Figure 1. Cell classes on the final placement (run 1).
Scale bar: 50 um. Fill, decap, tap and diode cells in grey.
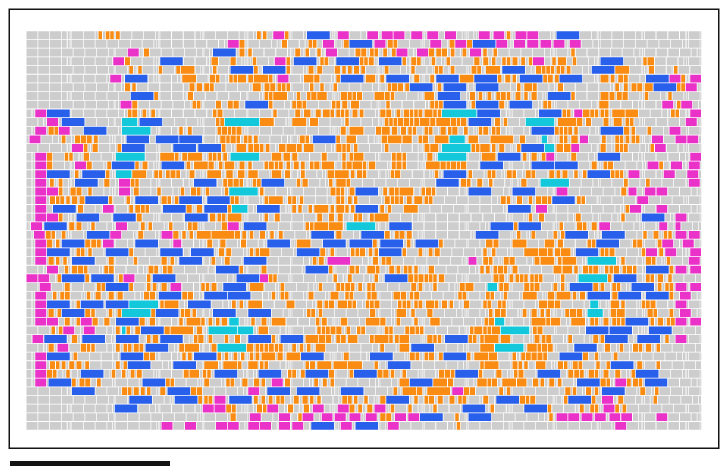
Figure 2. Congestion heat map (run 1).
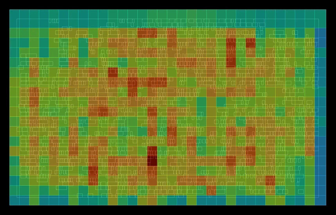
Figure 3. Signal wires by layer (run 1).
Scale bar: 50 um. Two of the layers only.
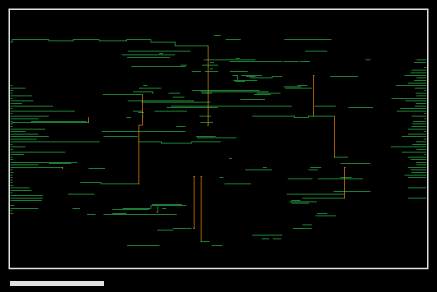
[src/rtl/nbody_pkg.sv]
`default_nettype none
// ============================================================================
// Module : nbody_pkg
// Brief  : Shared record layouts, constants and FSM encoding for the
//          n-body integrator.
// Rev    : 1.0 - initial release
// ============================================================================
package nbody_pkg;

    localparam int c_rec_w              = 80;
    localparam int c_force_base_default = 400;

    // Body record as stored in BRAM, MSB-first: {x, y, vx, vy, mass}
    typedef struct packed {
        logic signed [15:0] x;
        logic signed [15:0] y;
        logic signed [15:0] vx;
        logic signed [15:0] vy;
        logic        [15:0] mass;
    } body_t;

    typedef struct packed {
        logic        [15:0] pad;
        logic signed [31:0] fx;
        logic signed [31:0] fy;
    } force_rec_t;

    typedef enum logic [3:0] {
        IDLE      = 4'd0,
        RD_BODY   = 4'd1,
        CAP_BODY  = 4'd2,
        RD_FORCE  = 4'd3,
        CAP_FORCE = 4'd4,
        UPDATE    = 4'd5,
        WRITE     = 4'd6,
        NEXT      = 4'd7,
        DONE      = 4'd8
    } state_t;

endpackage
`default_nettype wire

[src/rtl/nbody_integrator_body_update.sv]
`default_nettype none
// ============================================================================
// Module : body_update
// Brief  : Combinational fixed-point Euler step for one body. fit16 clamps
//          when NBODY_INTEG_SATURATE_EN is defined, otherwise wraps.
// Rev    : 1.0 - initial release
// ============================================================================
module body_update
    import nbody_pkg::*;
#(
    parameter int DT_SHIFT  = 7,
    parameter int POS_SHIFT = 2
) (
    input  body_t              i_body,
    input  logic signed [31:0] i_fx,
    input  logic signed [31:0] i_fy,
    output body_t              o_body
);

    function automatic logic signed [15:0] fit16(input logic signed [33:0] v);
`ifdef NBODY_INTEG_SATURATE_EN
        if (v > 34'sd32767) begin
            return 16'sh7fff;
        end
        if (v < -34'sd32768) begin
            return 16'sh8000;
        end
        return v[15:0];
`else
        return 16'(v);
`endif
    endfunction

    // Returns {p_new, v_new}; velocity is updated first, position uses the new velocity.
    function automatic logic [31:0] step_axis(
        input logic signed [15:0] p,
        input logic signed [15:0] v,
        input logic signed [31:0] f
    );
        logic signed [31:0] dv;
        logic signed [33:0] v_ext;
        logic signed [15:0] v_new;
        logic signed [15:0] dp;
        logic signed [17:0] p_ext;
        logic signed [15:0] p_new;
        dv    = f >>> DT_SHIFT;
        v_ext = {{18{v[15]}}, v} + {{2{dv[31]}}, dv};
        v_new = fit16(v_ext);
        dp    = v_new >>> POS_SHIFT;
        p_ext = {{2{p[15]}}, p} + {{2{dp[15]}}, dp};
        p_new = fit16({{16{p_ext[17]}}, p_ext});
        return {p_new, v_new};
    endfunction

    logic [31:0] w_x_step;
    logic [31:0] w_y_step;

    assign w_x_step = step_axis(i_body.x, i_body.vx, i_fx);
    assign w_y_step = step_axis(i_body.y, i_body.vy, i_fy);

    always_comb begin
        o_body      = i_body;
        o_body.x    = w_x_step[31:16];
        o_body.vx   = w_x_step[15:0];
        o_body.y    = w_y_step[31:16];
        o_body.vy   = w_y_step[15:0];
        o_body.mass = i_body.mass;
    end

endmodule
`default_nettype wire

[src/rtl/nbody_integrator.sv]
`default_nettype none
// ============================================================================
// Module : nbody_integrator
// Brief  : Walks bodies 0..N-1 over the shared BRAM port, applies an Euler
//          step from the force records and writes each body back in place.
//          Optional NBODY_INTEG_SATURATE_EN selects clamping arithmetic.
// Rev    : 1.0 - initial release
// ============================================================================
module nbody_integrator
    import nbody_pkg::*;
#(
    parameter int N          = 16,
    parameter int FORCE_BASE = c_force_base_default,
    parameter int DT_SHIFT   = 7,
    parameter int POS_SHIFT  = 2
) (
    input  logic               clk,
    input  logic               reset,
    input  logic               start,
    output logic               done,
    output logic [15:0]        mem_addr,
    output logic               mem_rd_en,
    output logic               mem_wr_en,
    output logic [c_rec_w-1:0] mem_wdata,
    input  logic [c_rec_w-1:0] mem_rdata
);

    localparam int                 c_idx_w      = (N > 1) ? $clog2(N) : 1;
    localparam logic [c_idx_w-1:0] c_idx_last   = c_idx_w'(N - 1);
    localparam logic [15:0]        c_force_base = 16'(FORCE_BASE);

    state_t             r_state;
    state_t             w_state_nxt;
    logic [c_idx_w-1:0] r_idx;
    body_t              r_body;
    body_t              r_new;
    body_t              w_upd;
    logic signed [31:0] r_fx;
    logic signed [31:0] r_fy;
    force_rec_t         w_frec;
    logic               w_unused_pad;
    logic [15:0]        w_idx_addr;

    assign w_frec       = force_rec_t'(mem_rdata);
    assign w_unused_pad = ^w_frec.pad;
    assign w_idx_addr   = 16'(r_idx);

    body_update #(
        .DT_SHIFT  (DT_SHIFT),
        .POS_SHIFT (POS_SHIFT)
    ) u_body_update (
        .i_body (r_body),
        .i_fx   (r_fx),
        .i_fy   (r_fy),
        .o_body (w_upd)
    );

    always_ff @(posedge clk) begin
        if (reset) begin
            r_state <= IDLE;
        end else begin
            r_state <= w_state_nxt;
        end
    end

    // Datapath registers; read data is only sampled at the end of the CAP states.
    always_ff @(posedge clk) begin
        if (reset) begin
            r_idx  <= '0;
            r_body <= '0;
            r_fx   <= '0;
            r_fy   <= '0;
            r_new  <= '0;
        end else begin
            case (r_state)
                IDLE: begin
                    if (start) begin
                        r_idx <= '0;
                    end
                end
                CAP_BODY: r_body <= body_t'(mem_rdata);
                CAP_FORCE: begin
                    r_fx <= w_frec.fx;
                    r_fy <= w_frec.fy;
                end
                UPDATE: r_new <= w_upd;
                NEXT: begin
                    if (r_idx != c_idx_last) begin
                        r_idx <= r_idx + 1'b1;
                    end
                end
                default: ;
            endcase
        end
    end

    always_comb begin
        w_state_nxt = r_state;
        done        = 1'b0;
        mem_rd_en   = 1'b0;
        mem_wr_en   = 1'b0;
        mem_addr    = '0;
        mem_wdata   = '0;
        case (r_state)
            IDLE: begin
                if (start) begin
                    w_state_nxt = RD_BODY;
                end
            end
            RD_BODY: begin
                mem_rd_en   = 1'b1;
                mem_addr    = w_idx_addr;
                w_state_nxt = CAP_BODY;
            end
            CAP_BODY: w_state_nxt = RD_FORCE;
            RD_FORCE: begin
                mem_rd_en   = 1'b1;
                mem_addr    = c_force_base + w_idx_addr;
                w_state_nxt = CAP_FORCE;
            end
            CAP_FORCE: w_state_nxt = UPDATE;
            UPDATE:    w_state_nxt = WRITE;
            WRITE: begin
                mem_wr_en   = 1'b1;
                mem_addr    = w_idx_addr;
                mem_wdata   = r_new;
                w_state_nxt = NEXT;
            end
            NEXT: w_state_nxt = (r_idx == c_idx_last) ? DONE : RD_BODY;
            DONE: begin
                done = 1'b1;
                if (!start) begin
                    w_state_nxt = IDLE;
                end
            end
            default: w_state_nxt = IDLE;
        endcase
    end

endmodule
`default_nettype wire

[config.mk]
export PLATFORM = sky130hd
export DESIGN_NAME = nbody_integrator
export DESIGN_NICKNAME = d
export VERILOG_FILES = /design/src/rtl/nbody_pkg.sv /design/src/rtl/nbody_integrator_body_update.sv /design/src/rtl/nbody_integrator.sv
export SDC_FILE = /design/constraint.sdc
export NUM_CORES = 1
export LEC_CHECK = 0
export ABC_AREA = 1
export CORE_ASPECT_RATIO = 0.6
export CORE_MARGIN = 5
export CORE_UTILIZATION = 40
export DETAILED_ROUTE_END_ITERATION = 8
export PLACE_DENSITY_LB_ADDON = 0.3
export SLEW_MARGIN = 20
export SYNTH_ARGS = -nofsm -noshare
export SYNTH_HDL_FRONTEND = slang
export SYNTH_SLANG_ARGS = --single-unit
[constraint.sdc]
create_clock -name clk -period 5.7 [get_ports clk]
set_input_delay 0.855 -clock clk [delete_from_list [all_inputs] [get_ports clk]]
set_output_delay 0.855 -clock clk [all_outputs]
set_load 0.1 [all_outputs]
==> impl_metrics.env, run 1 <==
# flow metrics
export IMPL_status="finished, final reports clean"
export IMPL_finish_cell_count_without_fillers=2086
export IMPL_power_net_switching_mw=0.9582
export IMPL_post_drt_via_cell_ratio=4.950
export IMPL_cts_tree="built"
export IMPL_layout_non_clock_buffers=182
export IMPL_hold_path_class="reg -> reg"
export IMPL_path_common_cell="nor2_1"
export IMPL_cell_taking_the_most_area_after_synthesis="dfxtp_1"
export IMPL_cts_num_sinks=200
export IMPL_chipHeight_um=137.1
export IMPL_rrSetupSlack_ns=2.26
export IMPL_highest_metal_layer_with_signal_wires="met5"
export IMPL_fillCellCount=2688
export IMPL_power_total_mw=3.338
export IMPL_area_growth_from_synthesis_to_final_layout_pct=23.72
export IMPL_cp_slowest_stage_delay_ns=0.97
export IMPL_grt_pass1_wl_mm=52.90
export IMPL_pwr_group_clock_mw=1.28
export IMPL_series_of_cell_instances_along_the_critical_path="nor2_4, nand2_2, buf_4, inv_1, nor2_1, nor2_1, clkdlybuf4s50_1"
export IMPL_chip_area_um2=30410
export IMPL_synth_top_area_share_pct=37.18
export IMPL_detailed_place_area_um2=12700
export IMPL_timing_worst_setup_path_type="reg -> out"
export IMPL_final_min_clock_period_ns=3.907
export IMPL_ant_nets=0
export IMPL_mi_logic_area_um2=5583
export IMPL_openroad_warnings=28
export IMPL_pin_count_of_the_biggest_net_entering_global_routing=117
export IMPL_path_buffers=3
export IMPL_finalHoldWorstSlack_ns=0.4575
export IMPL_port_buffers=172
export IMPL_buffer_area_share_pct=13.54
export IMPL_insertion_delay_ns=0.45
export IMPL_cell_group_occupying_the_most_layout_area="multi-input combinational cells"
export IMPL_report_final_hold_viol_count=0
export IMPL_power_per_cell_area_nw_per_um2=250.5
export IMPL_tritoncts_num_buffers=17
export IMPL_ctsLongestPathBuffers=2
export IMPL_switching_share_pct=28.71
export IMPL_critical_path_slowest_cell="clkdlybuf4s50_1"
export IMPL_seq_power_mw=1.50
export IMPL_place_detailed_hpwl_mm=24.95
export IMPL_antenna_violations_before_repair=2
export IMPL_internal_power_mw=2.380
export IMPL_yosys_reg_bits=200
export IMPL_clock_tree_root_buffer_cell="clkbuf_16"
export IMPL_cap_violations=0
export IMPL_initCoreUtil_pct=40.68
export IMPL_drt_iter0_drc=703
export IMPL_comb_cell_power_mw=0.552
export IMPL_setup_repair_after_global_routing_missed_its_margin="no"
export IMPL_crit_path_end_kind="output port"
export IMPL_preCtsSetupSlack_ns=2.217
export IMPL_seq_power_share_pct=45.0
export IMPL_top_cells_by_area="dfxtp_1, nor2_1, inv_1, o21ai_0, ha_1"
export IMPL_ys_types=40
export IMPL_instance_tally_after_logic_synthesis=1585
export IMPL_cp_max_fo=81
export IMPL_drc_errors=0
export IMPL_synthesis_area_um2=10770
export IMPL_final_max_slew_violation_count=0
export IMPL_worstSetupStartpointType="register"
export IMPL_place_inst=2054
export IMPL_grt_most_used_layer="met1"
export IMPL_power_ir_vdd_worst_mv=0.1873
export IMPL_remaining_max_slew_budget_at_the_tightest_pin_pct=31.98
export IMPL_synth_yosys_num_cells=1585
export IMPL_met2WireLength_mm=12.42
export IMPL_insertedDiodeCount=0
export IMPL_dr_wl_met3_mm=2.471
export IMPL_sh_comb_area_pct=41.90
export IMPL_horizontal_extent_of_the_die_um=221.8
export IMPL_totalNegativeSetupSlack_ns=0
export IMPL_timing_critical_path_arrival_ns=3.05
export IMPL_inverters_excl_clock=229
export IMPL_floorplan_tapcells=360
export IMPL_gpl_final_weighted_congestion=0.9682
export IMPL_cts_hold_buf=0
export IMPL_cp_required_ns=4.85
export IMPL_cts_resized=0
export IMPL_setup_viol_count_final=0
export IMPL_max_slew_worst_pin_slew_ns=1.017
export IMPL_post_cts_setup_buffer_count=0
export IMPL_detailedRoute_firstPassIterationCount=8
export IMPL_synthesis_area_per_instance_um2=6.794
export IMPL_nFlopsAndLatches=200
export IMPL_cts_htree_levels=4
export IMPL_combPwrFrac_pct=16.5
export IMPL_fraction_of_layout_instances_using_a_drive_strength_above_1_pct=3.476
export IMPL_layout_nets=1861
export IMPL_fmax_mhz=255.9
export IMPL_leakage_nw=6.008
export IMPL_synth_yosys_chip_area_um2=10770
export IMPL_gr_total_overflow=0
export IMPL_lay_top_count="nor2_1"
export IMPL_multi_input_comb_cells=1083
export IMPL_layout_top_cells="nor2_1, inv_1, dfxtp_1"
export IMPL_fin_skew_ns=0.02171
export IMPL_clk_tree_area_share_pct=4.648
export IMPL_finalClockPeriodUsage_pct=68.55
export IMPL_ys_warnings_count=0
export IMPL_nClkBuffers=24
export IMPL_grt_met3_usage_pct=5.273
export IMPL_power_leader="registers"
export IMPL_setup_slack_ns=1.793
export IMPL_ys_seq_share_pct=37.18
export IMPL_ios=182
export IMPL_timing_critical_path_max_delay_family="buffers and inverters"
export IMPL_number_of_global_route_vias_before_repair=9563
export IMPL_detail_route_wirelength_met1_mm=18.21
export IMPL_met1_usage_pct=35.22
export IMPL_clkSlewWorstSetupHoldPaths_ns=0.07
export IMPL_sequential_standard_cell_area_um2=4004
export IMPL_clkPwrFrac_pct=38.5
Notes on Figure 1 above:
blue -> sequential cells  # cells 200
cyan -> clock drivers and dummy loads  # cells 32
magenta -> remaining buffers and delay cells  # cells 182
orange -> remaining logic cells  # cells 1,312
sequential share of cell area: 30.05%
post-route cell area: 13,320 um^2
total number of placement rows: 46
area of the placeable core: 26,480 um^2

Notes on Figure 2 above:
Layout Utilization: 50.33%
global-route track usage on met2: 29.33%

Notes on Figure 3 above:
orange -> M4  # wire length 217 um
green -> M3  # wire length 2,470 um
total number of vias: 10,325
final routed wirelength across all metal layers: 33.35 mm
average detailed-routed wire length per instance: 15.99 um
gr usage total: 21.91%

==> run 1: synthesized netlist by cell type <==
library cell	count
o21ai_0	163
clkbuf_1	53
nor3_4	1
o21bai_1	8
a31o_2	1
and2_1	1
clkinv_1	1
o21ai_1	38
conb_1	1
inv_1	226
nand2_1	167
nor2_2	1
o211ai_1	8
o21bai_2	1
nor3b_1	3
dfxtp_1	200
or2_0	1
nand3_1	57
or2_1	1
nor2_4	1
xnor2_1	13
and3_1	2
fa_1	4
inv_2	2
a21oi_2	1
nand4_1	6
nor2_1	345
o21ai_2	1
xor2_1	26
buf_2	12
buf_4	11
a21boi_2	2
a211oi_1	1
nor3_1	12
or2_2	2
a31oi_1	6
ha_1	61
buf_1	5
a21oi_1	132
a21o_1	8
==> run 1: path summary, 6_finish.rpt <==
kind / startpoint / to / cells after the start
setup / recovery: r_state[3]$_SDFFE_PP0P_ / mem_addr[2] / 7
hold / removal: r_new[0]$_SDFFE_PP0P_ / r_new[0]$_SDFFE_PP0P_ / 2
setup reg to reg: r_body[32]$_SDFFE_PP0P_ / r_new[79]$_SDFFE_PP0P_ / 20
hold reg to reg: r_new[0]$_SDFFE_PP0P_ / r_new[0]$_SDFFE_PP0P_ / 2
==> run 1: logic make-up (layout without fill, tap and decap cells) <==
logic type / Yosys count / after routing / synth area share [%]
AND/OR/NAND/NOR: 600 / 600 / 22.33
AND-OR/OR-AND: 370 / 370 / 18.12
buffers and inverters: 310 / 443 / 11.33
flip-flops: 200 / 200 / 37.18
adder cells (fa/ha/maj): 65 / 65 / 7.831
XOR/XNOR: 39 / 39 / 3.172
other: 1 / 9 / 0.03482
==> run 1: sequential cells by signal, summed over array words and instances, names as in the netlist <==
signal / cells
r_body: 80
r_new: 80
r_fx: 16
r_fy: 16
r_idx: 4
r_state: 4
==> run 2, diff against run 1 <==
clock period = 3.25 ns   (was 5.7 ns; I/O delays follow)
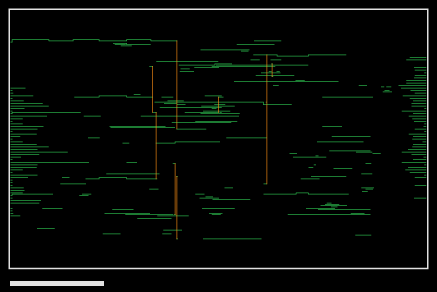
Figure 4: run 2, signal wires by layer.
Scale bar: 50 um. Two of the layers only.
orange -> M4  # wire length 251 um
green -> M3  # wire length 2,600 um
total number of vias: 10,541
average detailed-routed wire length per instance: 16.27 um
final routed wirelength across all metal layers: 34.53 mm
gr usage total: 22.18%

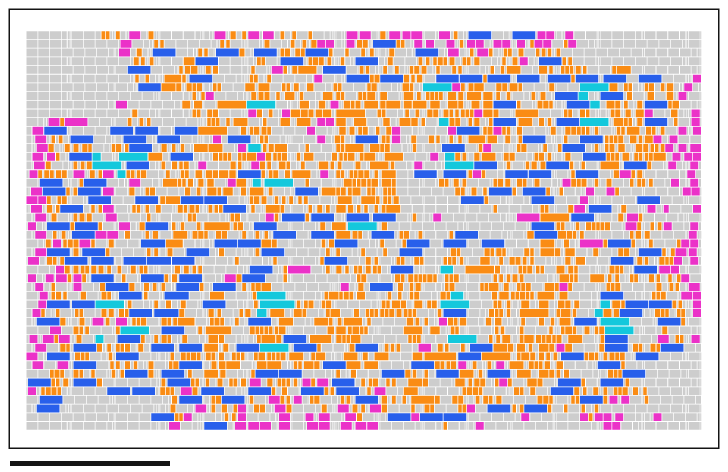
Figure 5: run 2, cell classes on the final placement.
Scale bar: 50 um. Fill, decap, tap and diode cells in grey.
cyan -> clock drivers and dummy loads  # cells 32
blue -> sequential cells  # cells 200
orange -> remaining logic cells  # cells 1,312
magenta -> remaining buffers and delay cells  # cells 218
post-route cell area: 13,710 um^2
sequential share of cell area: 29.24%

==> impl_metrics.env, run 2 <==
# flow metrics
export IMPL_insertion_delay_ns=0.45
export IMPL_dominantRegCellSynth="dfxtp_1"
export IMPL_gpl_final_weighted_congestion=0.9281
export IMPL_insertedDiodeCount=0
export IMPL_finalHoldWorstSlack_ns=0.4546
export IMPL_chipHeight_um=137.1
export IMPL_floorplan_tapcells=360
export IMPL_mi_logic_area_um2=5918
export IMPL_detail_route_wirelength_met1_mm=18.91
export IMPL_drc_errors=0
export IMPL_cell_taking_the_most_area_after_synthesis="dfxtp_1"
export IMPL_cap_violations=0
export IMPL_fillCellCount=2693
export IMPL_yosys_cell_count_top_type="nor2_1"
export IMPL_place_detailed_hpwl_mm=25.33
export IMPL_seq_power_share_pct=44.7
export IMPL_power_ir_vdd_worst_mv=0.2977
export IMPL_combPwrFrac_pct=18.6
export IMPL_timing_worst_setup_path_type="reg -> reg"
export IMPL_number_of_global_route_vias_before_repair=9623
export IMPL_tritoncts_num_buffers=17
export IMPL_path_buffers=2
export IMPL_fraction_of_layout_instances_using_a_drive_strength_above_1_pct=14.59
export IMPL_power_per_cell_area_nw_per_um2=430.6
export IMPL_synth_yosys_num_cells=1585
export IMPL_setup_repair_after_global_routing_missed_its_margin="yes"
export IMPL_antenna_violations_before_repair=1
export IMPL_detailedRoute_firstPassIterationCount=5
export IMPL_nClkBuffers=17
export IMPL_path_depth=16
export IMPL_fin_util_pct=51.78
export IMPL_power_total_mw=5.903
export IMPL_floorplan_rows=46
export IMPL_horizontal_extent_of_the_die_um=221.8
export IMPL_post_synth_edffs=0
export IMPL_cts_tree="built"
export IMPL_timing_critical_path_arrival_ns=3.52
export IMPL_dr_wl_met3_mm=2.595
export IMPL_fmax_mhz=316.3
export IMPL_synth_top_area_share_pct=37.18
export IMPL_openroad_warnings=27
export IMPL_max_slew_worst_pin_slew_ns=0.8855
export IMPL_biggestRegsByFlops="r_body: 80 flops, r_new: 80 flops"
export IMPL_cp_required_ns=3.61
export IMPL_gr_total_overflow=0
export IMPL_layout_non_clock_buffers=218
export IMPL_worstSetupStartpointType="register"
export IMPL_sh_comb_area_pct=43.17
export IMPL_chip_area_um2=30410
export IMPL_worst_hold_path_num_cells=2
export IMPL_clkSlewWorstSetupHoldPaths_ns=0.08
export IMPL_ys_seq_share_pct=37.18
export IMPL_ctsLongestPathBuffers=2
export IMPL_setup_viol_count_final=0
export IMPL_yosys_top_cells_count="nor2_1, inv_1, dfxtp_1"
export IMPL_final_min_clock_period_ns=3.162
export IMPL_clkPwrFrac_pct=36.7
export IMPL_power_net_switching_mw=1.828
export IMPL_buffer_area_share_pct=13.79
export IMPL_timing_critical_path_max_delay_family="AND-OR/OR-AND gates"
export IMPL_detailed_place_area_um2=12740
export IMPL_synthesis_area_um2=10770
export IMPL_lay_top_count="nor2_1"
export IMPL_initCoreUtil_pct=40.68
export IMPL_series_of_cell_instances_along_the_critical_path="ha_1, nand2_1, inv_1, a21oi_1, nand2_2, a31oi_2, xor2_2, ha_1, a21o_1, nor2_1, nand3_2, a21oi_2, xor2_2, nand2_1, nand2_1, inv_1"
export IMPL_status="finished, final reports clean"
export IMPL_layout_top_cells="nor2_1, inv_1, dfxtp_1"
export IMPL_setup_slack_ns=0.08839
export IMPL_preCtsSetupSlack_ns=-0.1101
export IMPL_pin_count_of_the_biggest_net_entering_global_routing=84
export IMPL_multi_input_comb_cells=1083
export IMPL_sequential_standard_cell_area_um2=4009
export IMPL_met2WireLength_mm=12.75
export IMPL_ant_nets=0
export IMPL_grt_most_used_layer="met1"
export IMPL_ys_types=40
export IMPL_cp_slowest_stage_delay_ns=0.37
export IMPL_highest_metal_layer_with_signal_wires="met5"
export IMPL_cts_htree_levels=4
export IMPL_layout_nets=1897
export IMPL_area_of_the_placeable_core_um2=26480
export IMPL_port_buffers=172
export IMPL_nFlopsAndLatches=200
export IMPL_cts_num_sinks=200
export IMPL_internal_power_mw=4.075
export IMPL_synth_yosys_chip_area_um2=10770
export IMPL_yosys_reg_bits=200
[run 2: cell counts after synthesis]
Identical to the previous run, type by type.
[run 2: kinds of logic after synthesis]
kind of cell | share of synthesized area, %
adders and majority gates | 7.831
other | 0.03482
AOI/OAI and AO/OA | 18.12
and+or+nand+nor | 22.33
DFF | 37.18
buffers and inverters | 11.33
xor gates and xnor gates | 3.172
[run 2: power by group through the flow]
stage / Clock [mW] / Sequential (mW) / Combinational (mW)
finish: 2.17 / 2.64 / 1.10
global route: 2.30 / 2.65 / 1.21
CTS: 2.21 / 2.63 / 1.03
detailed placement: 0 / 2.69 / 1.02
global placement: 0 / 2.69 / 1.01
floorplan: 0 / 2.67 / 0.660
[run 2: worst register-to-register path, cell delays in order (launching register included)]
cell	delay [ns]
dfxtp_1	0.33
ha_1	0.37
nand2_1	0.15
inv_1	0.05
a21oi_1	0.17
nand2_2	0.14
a31oi_2	0.26
xor2_2	0.22
ha_1	0.34
a21o_1	0.22
nor2_1	0.12
nand3_2	0.12
a21oi_2	0.20
xor2_2	0.19
nand2_1	0.08
nand2_1	0.07
inv_1	0.04
[run 2: timing repair]
action	4_1_cts	5_1_grt
gates resized	6	71
pin swaps	3	18
buffers inserted	3	5
endpoints found under the setup margin	8	18
endpoints found under the hold margin	0	0
[run 2: final timing paths]
check | to | from | slack, ns
worst max register to register | r_new[78]$_SDFFE_PP0P_ | r_body[38]$_SDFFE_PP0P_ | 0.09
worst min-delay path | r_new[14]$_SDFFE_PP0P_ | r_new[14]$_SDFFE_PP0P_ | 0.45
worst min register to register | r_new[14]$_SDFFE_PP0P_ | r_new[14]$_SDFFE_PP0P_ | 0.45
worst max-delay path | r_new[78]$_SDFFE_PP0P_ | r_body[38]$_SDFFE_PP0P_ | 0.09
==> run 3, diff against run 2 <==
CELL_PAD_IN_SITES_DETAIL_PLACEMENT = 1   (was not set)
CELL_PAD_IN_SITES_GLOBAL_PLACEMENT = 1   (was not set)
CORE_UTILIZATION = 34   (was 40)
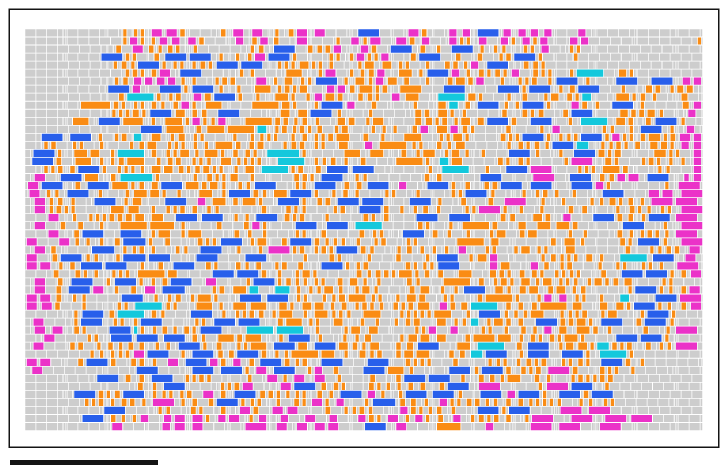
Figure 6: run 3, cell classes on the final placement.
Scale bar: 50 um. Fill, decap, tap and diode cells in grey.
orange -> remaining logic cells  # cells 1,312
magenta -> remaining buffers and delay cells  # cells 215
cyan -> clock drivers and dummy loads  # cells 32
blue -> sequential cells  # cells 200
area of the placeable core: 31,220 um^2
Layout Utilization: 45.79%

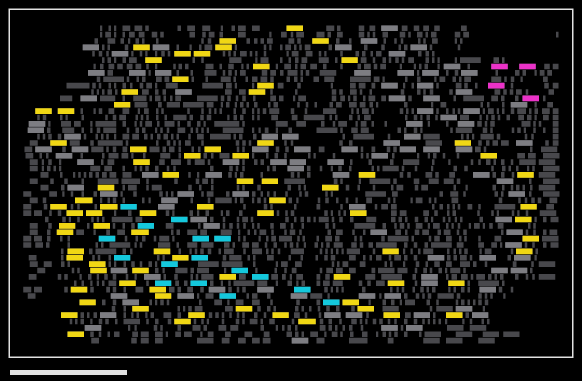
Figure 7: run 3, where the registers sit.
Scale bar: 50 um. Other sequential cells in the stronger grey, the rest of the logic in the fainter grey.
yellow -> r_body  # flops 80, where all over the die
cyan -> r_fy  # flops 16
magenta -> r_idx  # flops 4, where upper right
sequential share of cell area: 28.06%
sequential standard cell area: 4010 um^2
power dissipated in sequential cells: 2.65 mW

==> impl_metrics.env, run 3 <==
# flow metrics
export IMPL_met1_usage_pct=32.94
export IMPL_port_buffers=172
export IMPL_timing_critical_path_max_delay_family="AND-OR/OR-AND gates"
export IMPL_path_buffers=4
export IMPL_clock_tree_root_buffer_cell="clkbuf_16"
export IMPL_timing_worst_setup_path_type="reg -> reg"
export IMPL_antenna_violations_before_repair=0
export IMPL_highest_metal_layer_with_signal_wires="met4"
export IMPL_layout_nets=1894
export IMPL_power_ir_vdd_worst_mv=0.3854
export IMPL_gpl_final_weighted_congestion=0.9174
export IMPL_synthesis_area_per_instance_um2=6.794
export IMPL_internal_power_mw=4.188
export IMPL_worst_hold_path_endpoint="r_new[4]$_SDFFE_PP0P_"
export IMPL_dominantRegCellSynth="dfxtp_1"
export IMPL_number_of_global_route_vias_before_repair=10819
export IMPL_post_drt_via_cell_ratio=4.966
export IMPL_power_total_mw=6.048
export IMPL_cts_num_sinks=200
export IMPL_fin_skew_ns=0.01143
export IMPL_yosys_top_cells_count="nor2_1, inv_1, dfxtp_1"
export IMPL_post_synth_edffs=0
export IMPL_chipHeight_um=147.9
export IMPL_finish_cell_count_without_fillers=2175
export IMPL_lay_top_count="nor2_1"
export IMPL_worstSetupStartpointType="register"
export IMPL_ctsLongestPathBuffers=2
export IMPL_preCtsSetupSlack_ns=-0.1304
export IMPL_chip_area_um2=35450
export IMPL_fraction_of_layout_instances_using_a_drive_strength_above_1_pct=15.75
export IMPL_grt_total_usage_pct=22.03
export IMPL_floorplan_rows=50
export IMPL_power_net_switching_mw=1.861
export IMPL_ys_warnings_count=0
export IMPL_detailedRoute_firstPassIterationCount=5
export IMPL_finish_instance_area_um2=14290
export IMPL_ios=182
export IMPL_series_of_cell_instances_along_the_critical_path="ha_2, inv_1, fa_2, inv_1, nand3_1, nand2_2, a21boi_2, o21ai_2, xor2_2, ha_4, a21o_1, a21oi_2, nand2_1, a21oi_2, inv_1, nand2_1, nand3_1, nand2_1, inv_1"
export IMPL_wirelength_mm=39.73
export IMPL_drt_iter0_drc=543
export IMPL_r2r_start="r_fy[7]$_SDFFE_PP0P_"
export IMPL_tritoncts_num_buffers=17
export IMPL_ys_types=40
export IMPL_worst_hold_path_num_cells=2
export IMPL_yosys_cell_count_top_type="nor2_1"
export IMPL_cp_slowest_stage_delay_ns=0.37
export IMPL_max_slew_worst_pin_slew_ns=0.6726
export IMPL_combPwrFrac_pct=19.2
export IMPL_setup_viol_count_final=0
export IMPL_status="finished, final reports clean"
export IMPL_totalNegativeSetupSlack_ns=0
export IMPL_grt_met3_usage_pct=6.508
export IMPL_grt_most_used_layer="met1"
export IMPL_fmax_mhz=318.9
export IMPL_yosys_reg_bits=200
export IMPL_biggestRegsByFlops="r_body: 80 flops, r_new: 80 flops"
export IMPL_worstRegToRegCells=19
export IMPL_finalClockPeriodUsage_pct=96.48
export IMPL_horizontal_extent_of_the_die_um=239.8
export IMPL_synth_yosys_num_cells=1585
export IMPL_layout_top_cells="nor2_1, inv_1, dfxtp_1"
export IMPL_place_detailed_hpwl_mm=30.39
export IMPL_cell_taking_the_most_area_after_synthesis="dfxtp_1"
export IMPL_pin_count_of_the_biggest_net_entering_global_routing=131
export IMPL_cp_required_ns=3.61
export IMPL_leakage_nw=6.440
export IMPL_clkPwrFrac_pct=36.9
export IMPL_grt_pass1_wl_mm=60.99
export IMPL_gr_total_overflow=0
export IMPL_crit_path_end_kind="register"
export IMPL_final_max_slew_violation_count=0
export IMPL_insertedDiodeCount=0
export IMPL_report_final_hold_viol_count=0
export IMPL_timing_critical_path_arrival_ns=3.50
export IMPL_dr_wl_met3_mm=2.379
export IMPL_grt_use_met2_pct=31.74
export IMPL_fillCellCount=3928
export IMPL_openroad_warnings=29
export IMPL_seq_power_share_pct=43.9
export IMPL_initCoreUtil_pct=34.50
export IMPL_finalHoldWorstSlack_ns=0.4561
export IMPL_ys_seq_share_pct=37.18
export IMPL_clkSlewWorstSetupHoldPaths_ns=0.08
export IMPL_cp_max_fo=4
export IMPL_detailed_place_area_um2=13130
export IMPL_power_per_cell_area_nw_per_um2=423.1
export IMPL_total_number_of_vias=10802
export IMPL_cap_violations=0
export IMPL_critical_path_slowest_cell="fa_2"
export IMPL_remaining_max_slew_budget_at_the_tightest_pin_pct=54.69
export IMPL_insertion_delay_ns=0.46
export IMPL_path_depth=19
export IMPL_path_common_cell="inv_1"
export IMPL_setup_repair_after_global_routing_missed_its_margin="yes"
export IMPL_cts_htree_levels=4
export IMPL_instance_tally_after_logic_synthesis=1585
export IMPL_hold_path_startpoint="r_new[4]$_SDFFE_PP0P_"
export IMPL_synth_top_area_share_pct=37.18
export IMPL_top_cells_by_area="dfxtp_1, nor2_1, inv_1, o21ai_0, ha_1"
export IMPL_place_inst=2132
export IMPL_detail_route_wirelength_met1_mm=20.65
export IMPL_critical_path_endpoint="r_new[63]$_SDFFE_PP0P_"
export IMPL_switching_share_pct=30.76
export IMPL_wl_per_cell_um=18.27
export IMPL_ant_nets=0
export IMPL_hold_path_class="reg -> reg"
export IMPL_critical_path_startpoint="r_fy[7]$_SDFFE_PP0P_"
export IMPL_rrSetupSlack_ns=0.11
export IMPL_drc_errors=0
export IMPL_final_min_clock_period_ns=3.136
export IMPL_synth_yosys_chip_area_um2=10770
[run 3: worst reg2reg max path, stage by stage (launching register included)]
cell and delay (ns):
dfxtp_1 0.34, ha_2 0.18, inv_1 0.06, fa_2 0.37
inv_1 0.07, nand3_1 0.07, nand2_2 0.11, a21boi_2 0.08
o21ai_2 0.21, xor2_2 0.27, ha_4 0.26, a21o_1 0.21
a21oi_2 0.14, nand2_1 0.12, a21oi_2 0.23, inv_1 0.06
nand2_1 0.06, nand3_1 0.07, nand2_1 0.08, inv_1 0.04
[run 3: power groups by stage]
stage                     Combinational (mW)  Clock (mW)  Sequential (mW)
after floorplan                        0.660           0             2.67
after global placement                  1.03           0             2.69
after global routing                    1.27        2.40             2.66
after detailed placement                1.05           0             2.70
after CTS                               1.08        2.30             2.64
final                                   1.16        2.23             2.65
[run 3: what timing repair did]
item                       4_1_cts  5_1_grt
hold buffers                     0        0
buffers inserted                 5        6
resized                         10       93
pin swaps                        6       22
setup endpoints to repair        6       20
gates cloned                     0        0
[run 3: cell type report]
cell class | instances | area [um^2] | area share (%)
inverter | 229 | 862.1 | 6.031
clock inverter | 13 | 161.4 | 1.129
multi-input combinational | 1083 | 6070 | 42.46
clock buffer | 19 | 442.9 | 3.099
sequential | 200 | 4010 | 28.06
timing repair buffer | 215 | 2227 | 15.58
tap | 416 | 520.5 | 3.641
[run 3: kinds of logic after synthesis]
group | Yosys count | share of synthesized area [%]
and+or+nand+nor | 600 | 22.33
other | 1 | 0.03482
DFF | 200 | 37.18
xor gates and xnor gates | 39 | 3.172
AOI/OAI and AO/OA | 370 | 18.12
buffers and inverters | 310 | 11.33
adders and majority gates | 65 | 7.831

## Gallery

Local utilization.
picture 1
22 x 14 tiles, from black (low) to pale yellow (high), 0 to 100% covered.
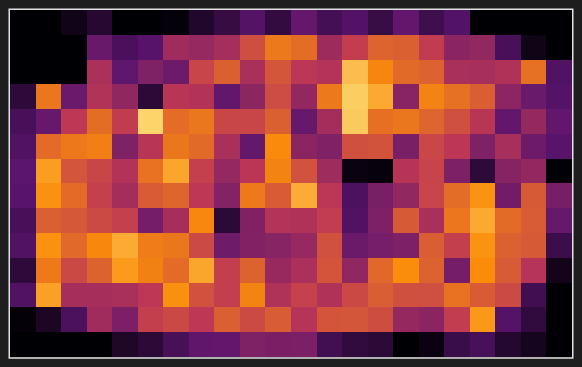
picture 2
24 x 15 tiles, from black (low) to pale yellow (high), 0 to 100% covered.
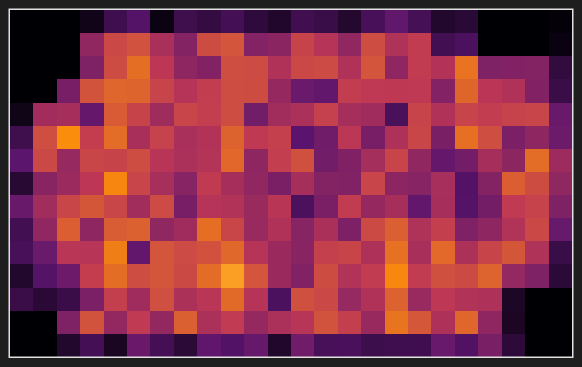
run 1: picture 1
run 3: picture 2

Key to picture 2:
tiles over 75% full = 0.60%
fullest tile = 79%
nearly empty tiles = 7.8%
mean over tiles = 39%

Power figures rest on the tool's default switching activity, not on a simulated workload.
